### Supply network

Bar = 20 um. Pins as bars on the die edge.
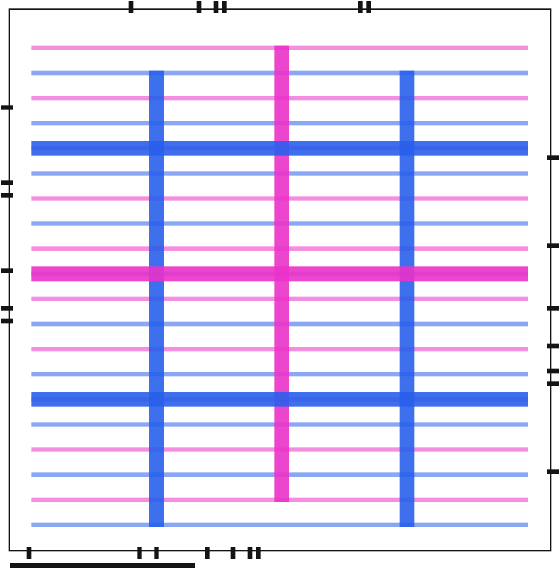
### Placement by cell class

Bar = 20 um.
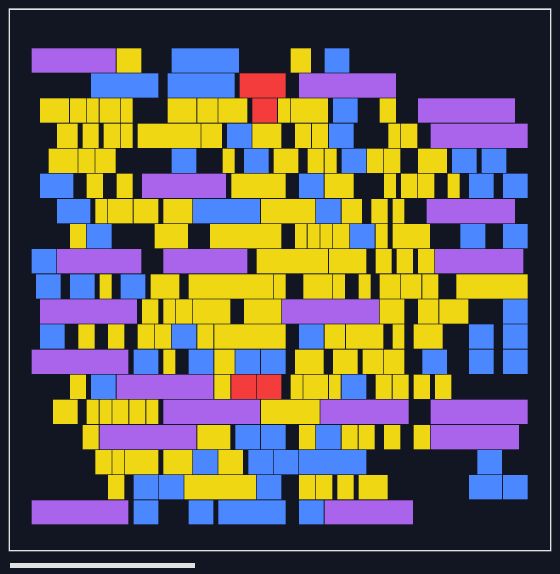
### Clock wires, drivers and flops

Bar = 20 um.
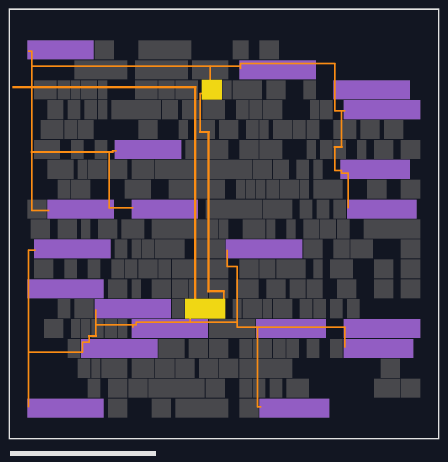
### Signal wires by layer

Two of the layers only.
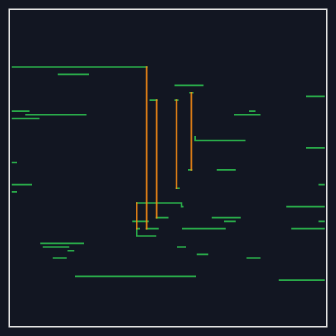
### Cell outlines without signal wires

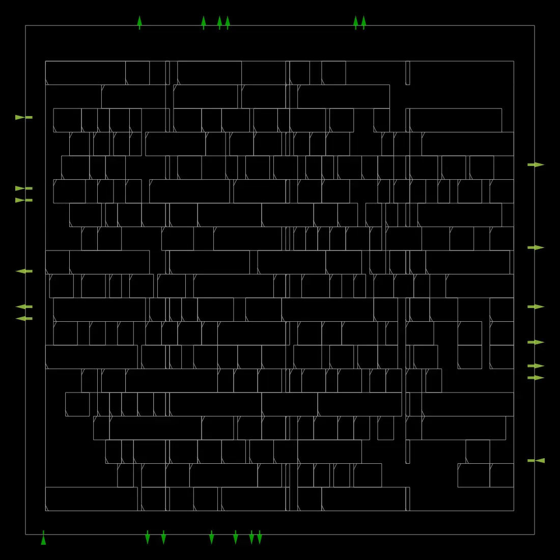
`config.mk`:
```
export PLATFORM = sky130hd
export DESIGN_NAME = run_sequencer
export DESIGN_NICKNAME = d
export VERILOG_FILES = /design/src/rtl/run_sequencer.sv
export SDC_FILE = /design/constraint.sdc
export NUM_CORES = 1
export LEC_CHECK = 0
export CAP_MARGIN = 20
export CORE_MARGIN = 2
export CORE_UTILIZATION = 46
export DETAILED_ROUTE_END_ITERATION = 16
export PLACE_DENSITY = 0.75
export SYNTH_ARGS = -nofsm -noshare
export SYNTH_HDL_FRONTEND = slang
export SYNTH_SLANG_ARGS = --single-unit
```
`constraint.sdc`:
```
create_clock -name i_clk -period 1.9 [get_ports i_clk]
set_input_delay 0.19 -clock i_clk [delete_from_list [all_inputs] [get_ports i_clk]]
set_output_delay 0.19 -clock i_clk [all_outputs]
set_load 0.1 [all_outputs]
```
`src/rtl/run_sequencer.sv`:
```
// rtl/run_sequencer.sv - program-run sequencer: req/done handshake, core reset window, run budget
//
// Purpose
//    Handles one program run of the core. On a host request it holds the core
//    in reset for RST_CYCLES cycles. It then enables the core and counts the
//    enabled cycles. The run ends when the core reports its terminal PC
//    (i_core_done), when the cycle budget TIMEOUT is used up, or when the host
//    aborts the run by dropping i_req.
//
// Optional feature
//    SEQ_SINGLE_STEP_EN : in RUN, the core is enabled for a single cycle on
//                         each rising edge of i_step. Only those stepped
//                         cycles are counted.
//
// Ports
//    i_clk        in   1   system clock, all state on posedge
//    i_reset      in   1   asynchronous active-low reset
//    i_req        in   1   run request level, held high for the whole run
//    i_core_done  in   1   core terminal-PC flag, evaluated only in RUN
//    i_step       in   1   single-step strobe (SEQ_SINGLE_STEP_EN only)
//    o_core_rst   out  1   active-high reset to the core
//    o_core_en    out  1   core clock enable
//    o_busy       out  1   high in RST and RUN
//    o_done       out  1   high in DONE and FAULT
//    o_timeout    out  1   high in FAULT
//    o_cycle_cnt  out  CW  enabled RUN cycles in the current or last run
module run_sequencer #(
   parameter int unsigned RST_CYCLES = 2,
   parameter int unsigned CW         = 16,
   parameter int unsigned TIMEOUT    = 32'h0000_FFFF
) (
   input  logic          i_clk,
   input  logic          i_reset,
   input  logic          i_req,
   input  logic          i_core_done,
   input  logic          i_step,
   output logic          o_core_rst,
   output logic          o_core_en,
   output logic          o_busy,
   output logic          o_done,
   output logic          o_timeout,
   output logic [CW-1:0] o_cycle_cnt
);

   localparam int unsigned   RW        = (RST_CYCLES > 1) ? $clog2(RST_CYCLES) : 1;
   localparam logic [RW-1:0] RST_LOAD  = RW'(RST_CYCLES - 1);
   localparam logic [CW-1:0] CNT_MAX   = '1;
   localparam logic [CW-1:0] BUDGET    = CW'(TIMEOUT);
   localparam bit            BUDGET_ON = (TIMEOUT != 0);

   typedef enum logic [2:0] {
      S_IDLE  = 3'd0,
      S_RST   = 3'd1,
      S_RUN   = 3'd2,
      S_DONE  = 3'd3,
      S_FAULT = 3'd4
   } state_t;

   state_t        r_state;
   state_t        w_state_nxt;
   logic [RW-1:0] r_rst_cnt;
   logic [RW-1:0] w_rst_cnt_nxt;
   logic [CW-1:0] r_cycle_cnt;
   logic [CW-1:0] w_cycle_cnt_nxt;
   logic [CW-1:0] w_cnt_inc;
   logic          w_run_en;

`ifdef SEQ_SINGLE_STEP_EN
   // r_step_q holds i_step from the last edge, and r_step_d holds the value one
   // edge before that. A rise sampled at edge k makes r_step_q=1 and r_step_d=0
   // for exactly the cycle that follows edge k.
   logic r_step_q;
   logic r_step_d;

   always_ff @(posedge i_clk or negedge i_reset) begin
      if (!i_reset) begin
         r_step_q <= 1'b0;
         r_step_d <= 1'b0;
      end else begin
         r_step_q <= i_step;
         r_step_d <= r_step_q;
      end
   end

   assign w_run_en = (r_state == S_RUN) && r_step_q && !r_step_d;
`else
   logic w_unused_step;
   assign w_unused_step = i_step;
   assign w_run_en      = (r_state == S_RUN);
`endif

   // The counter saturates instead of wrapping, so a long run with the budget
   // disabled still reports a meaningful (pinned) cycle count.
   assign w_cnt_inc = (r_cycle_cnt == CNT_MAX) ? r_cycle_cnt : r_cycle_cnt + CW'(1);

   always_ff @(posedge i_clk or negedge i_reset) begin
      if (!i_reset) begin
         r_state     <= S_IDLE;
         r_rst_cnt   <= '0;
         r_cycle_cnt <= '0;
      end else begin
         r_state     <= w_state_nxt;
         r_rst_cnt   <= w_rst_cnt_nxt;
         r_cycle_cnt <= w_cycle_cnt_nxt;
      end
   end

   always_comb begin
      w_state_nxt     = r_state;
      w_rst_cnt_nxt   = r_rst_cnt;
      w_cycle_cnt_nxt = r_cycle_cnt;
      case (r_state)
         S_IDLE: begin
            if (i_req) begin
               w_state_nxt     = S_RST;
               w_rst_cnt_nxt   = RST_LOAD;
               w_cycle_cnt_nxt = '0;
            end
         end
         S_RST: begin
            if (r_rst_cnt == '0) w_state_nxt = S_RUN;
            else                 w_rst_cnt_nxt = r_rst_cnt - RW'(1);
         end
         S_RUN: begin
            // The cycle that ends the run is still counted, whatever the reason
            // for ending it (abort, core_done or budget).
            if (w_run_en) w_cycle_cnt_nxt = w_cnt_inc;
            if (!i_req)                                       w_state_nxt = S_IDLE;
            else if (i_core_done)                             w_state_nxt = S_DONE;
            else if (BUDGET_ON && w_run_en && (w_cnt_inc == BUDGET)) w_state_nxt = S_FAULT;
         end
         S_DONE, S_FAULT: begin
            if (!i_req) w_state_nxt = S_IDLE;
         end
         default: w_state_nxt = S_IDLE;
      endcase
   end

   always_comb begin
      o_core_rst = 1'b0;
      o_core_en  = 1'b0;
      o_busy     = 1'b0;
      o_done     = 1'b0;
      o_timeout  = 1'b0;
      case (r_state)
         S_IDLE: o_core_rst = 1'b1;
         S_RST: begin
            o_core_rst = 1'b1;
            o_busy     = 1'b1;
         end
         S_RUN: begin
            o_core_en = w_run_en;
            o_busy    = 1'b1;
         end
         S_DONE: o_done = 1'b1;
         S_FAULT: begin
            o_done    = 1'b1;
            o_timeout = 1'b1;
         end
         default: o_core_rst = 1'b1;
      endcase
   end

   assign o_cycle_cnt = r_cycle_cnt;

endmodule

```
==> impl_metrics.yaml <==
# generated from flow reports
clocking:
  cts_root_buffer: "clkbuf_4"
  numCtsBuffers: 3
timing:
  finalClockSkew_ps: 5.264
  post-route-period-util_pct: 100.1
  max_freq_mhz: 525.7
  worst_slack_ps: -2.077
  tns_ps: -2.077
  setup_viol: 1
logic_synthesis:
  synth.distinct_cells: 44
  ys_ff: 20
floorplan:
  rows: 19
  die_width_um: 58.50
power_and_ir_drop:
  leakagePower_nw: 0.8792
  ir_worst_vdd_mv: 2.051
critical_path:
  worstPathRequired_ps: 2160
  cp_max_fo: 4
  cp.arrival_ps: 2160
cells_and_area:
  layout-drive-gt1-share_pct: 46.30
  num_antenna_cells: 0
route:
  detailroute.via_count: 1524
global_routing:
  grt_pass1_vias: 1511
  grt_overflow: 0
  antenna_found_initial: 0
  grt_usage_pct: 27.33
outcome:
  failed_checks: "setup timing"
  status: "complete, but fails checks"
place:
  port_buffers: 24
worst_hold_path:
  holdCritPathClass: "in2async"
About 'Supply network':
[blue] VSS
[magenta] VDD
rows: 19
met1 rails: 20
met4 straps: 3
met5 straps: 3
signal pins: 26

About 'Placement by cell class':
[red] clock drivers and dummy loads | cells: 4 | share of their area: 1.8%
[blue] remaining buffers and delay cells | cells: 59 | share of their area: 26%
[purple] registers | cells: 20 | share of their area: 27%
[yellow] remaining logic cells | cells: 133 | share of their area: 46%

About 'Clock wires, drivers and flops':
[purple] flip-flops | count: 20
[yellow] clock-net drivers | count: 3
[orange] clock wires | length: 310 um
flops lie: all over the die
routed clock nets: 4

About 'Signal wires by layer':
[orange] M4 | wire length: 87.0 um
[green] M3 | wire length: 188 um

About 'Cell outlines without signal wires':
Non-Filler Instances: 247
Final Util: 74.72%

-- cell type report --
type	instances	area [um2]	area share, %
well taps	31	38.79	1.866
inverters	3	11.26	0.5418
multi-input cells	130	918.4	44.19
repair buffers	59	525.5	25.29
clock buffers	4	36.28	1.746
flip-flops and latches	20	548.0	26.37
-- flip-flops by register name, summed over array words and instances (netlist names) --
signal	flops
o_cycle_cnt	16
r_state	3
r_rst_cnt	1
-- power by group --
| group | switching, W | internal (W) | total (W) | leakage (nW) |
|---|---|---|---|---|
| Combinational | 0.000932 | 0.000489 | 0.00142 | 0.616 |
| Clock | 0.000141 | 0.000117 | 0.000259 | 0.0210 |
| Sequential | 0.0000913 | 0.000493 | 0.000584 | 0.243 |
-- per-stage QoR --
stage	util [%]	std cells	total power [W]	hold WS (ps)
floorplan	-	161	0.001544	-105.6
global placement	68.78	236	0.001922	540.2
detailed placement	68.78	236	0.001968	558.2
CTS	73.55	246	0.002265	206.9
global route	74.72	247	0.002376	230.0
finish	74.72	247	0.002264	204.6
-- cells in the final DEF, fill, tap and decap left out, types with 2 or more instances in the layout --
cell type         n
clkdlybuf4s50_1   3
o31ai_1           3
o21ai_0          18
a31oi_1           4
nand3_1           8
xnor2_1           2
nand2b_1          2
nand2_1          14
dfrtp_4          11
nor2_1           11
or4_4             2
buf_12            6
a32o_1            2
a22o_1            2
dfrtp_1           4
a21oi_1          20
or3_1             2
dfrtp_2           5
nand4_4           3
inv_1             3
nor4_4            2
clkbuf_4          3
nor2_2            2
buf_4            50
-- worst max-delay path, cell delays in order (launching register included) --
cell and delay, ps:
dfrtp_4 540, ha_4 190, nand3_4 100, or2_4 140, nor2_1 40, a2111o_1 410
nor4_4 240, a32o_1 200
-- timing repair --
action	CTS	global route
gates resized	8	6
setup endpoints to repair	3	6
hold buffers	0	0
gates cloned	0	0
buffers inserted	6	1
pin swaps	4	11
-- path summary, 6_finish.rpt --
check,cells past startpoint,startpoint,slack [ps],end
worst max-delay path,7,o_cycle_cnt[0],-2,r_state[2]
worst min-delay path,2,i_reset,200,o_cycle_cnt[9]
worst max register to register,7,o_cycle_cnt[0],-2,r_state[2]
worst min register to register,2,r_rst_cnt,580,r_rst_cnt
max in group asynchronous,2,i_reset,1450,o_cycle_cnt[4]
min in group i_clk,2,r_rst_cnt,580,r_rst_cnt
-- routing by layer --
layer	track usage, %	wire [um]	part of all wire [%]	up-vias
met2	46.07	2265	52	62
li1	-	-	-	718
met5	0	0	0	-
met4	13.62	87	2.0	0
met3	3.077	187	4.3	10
met1	34.59	1790	41	734
-- kinds of logic after synthesis --
family | after synthesis | share of synthesized area [%]
AND/OR/NAND/NOR | 64 | 27.65
buffers and inverters | 11 | 5.219
XOR/XNOR | 4 | 2.565
flip-flops | 20 | 36.63
AND-OR/OR-AND | 61 | 27.02
adder cells (fa/ha/maj) | 1 | 0.9156
Power figures rest on the tool's default switching activity, not on a simulated workload.
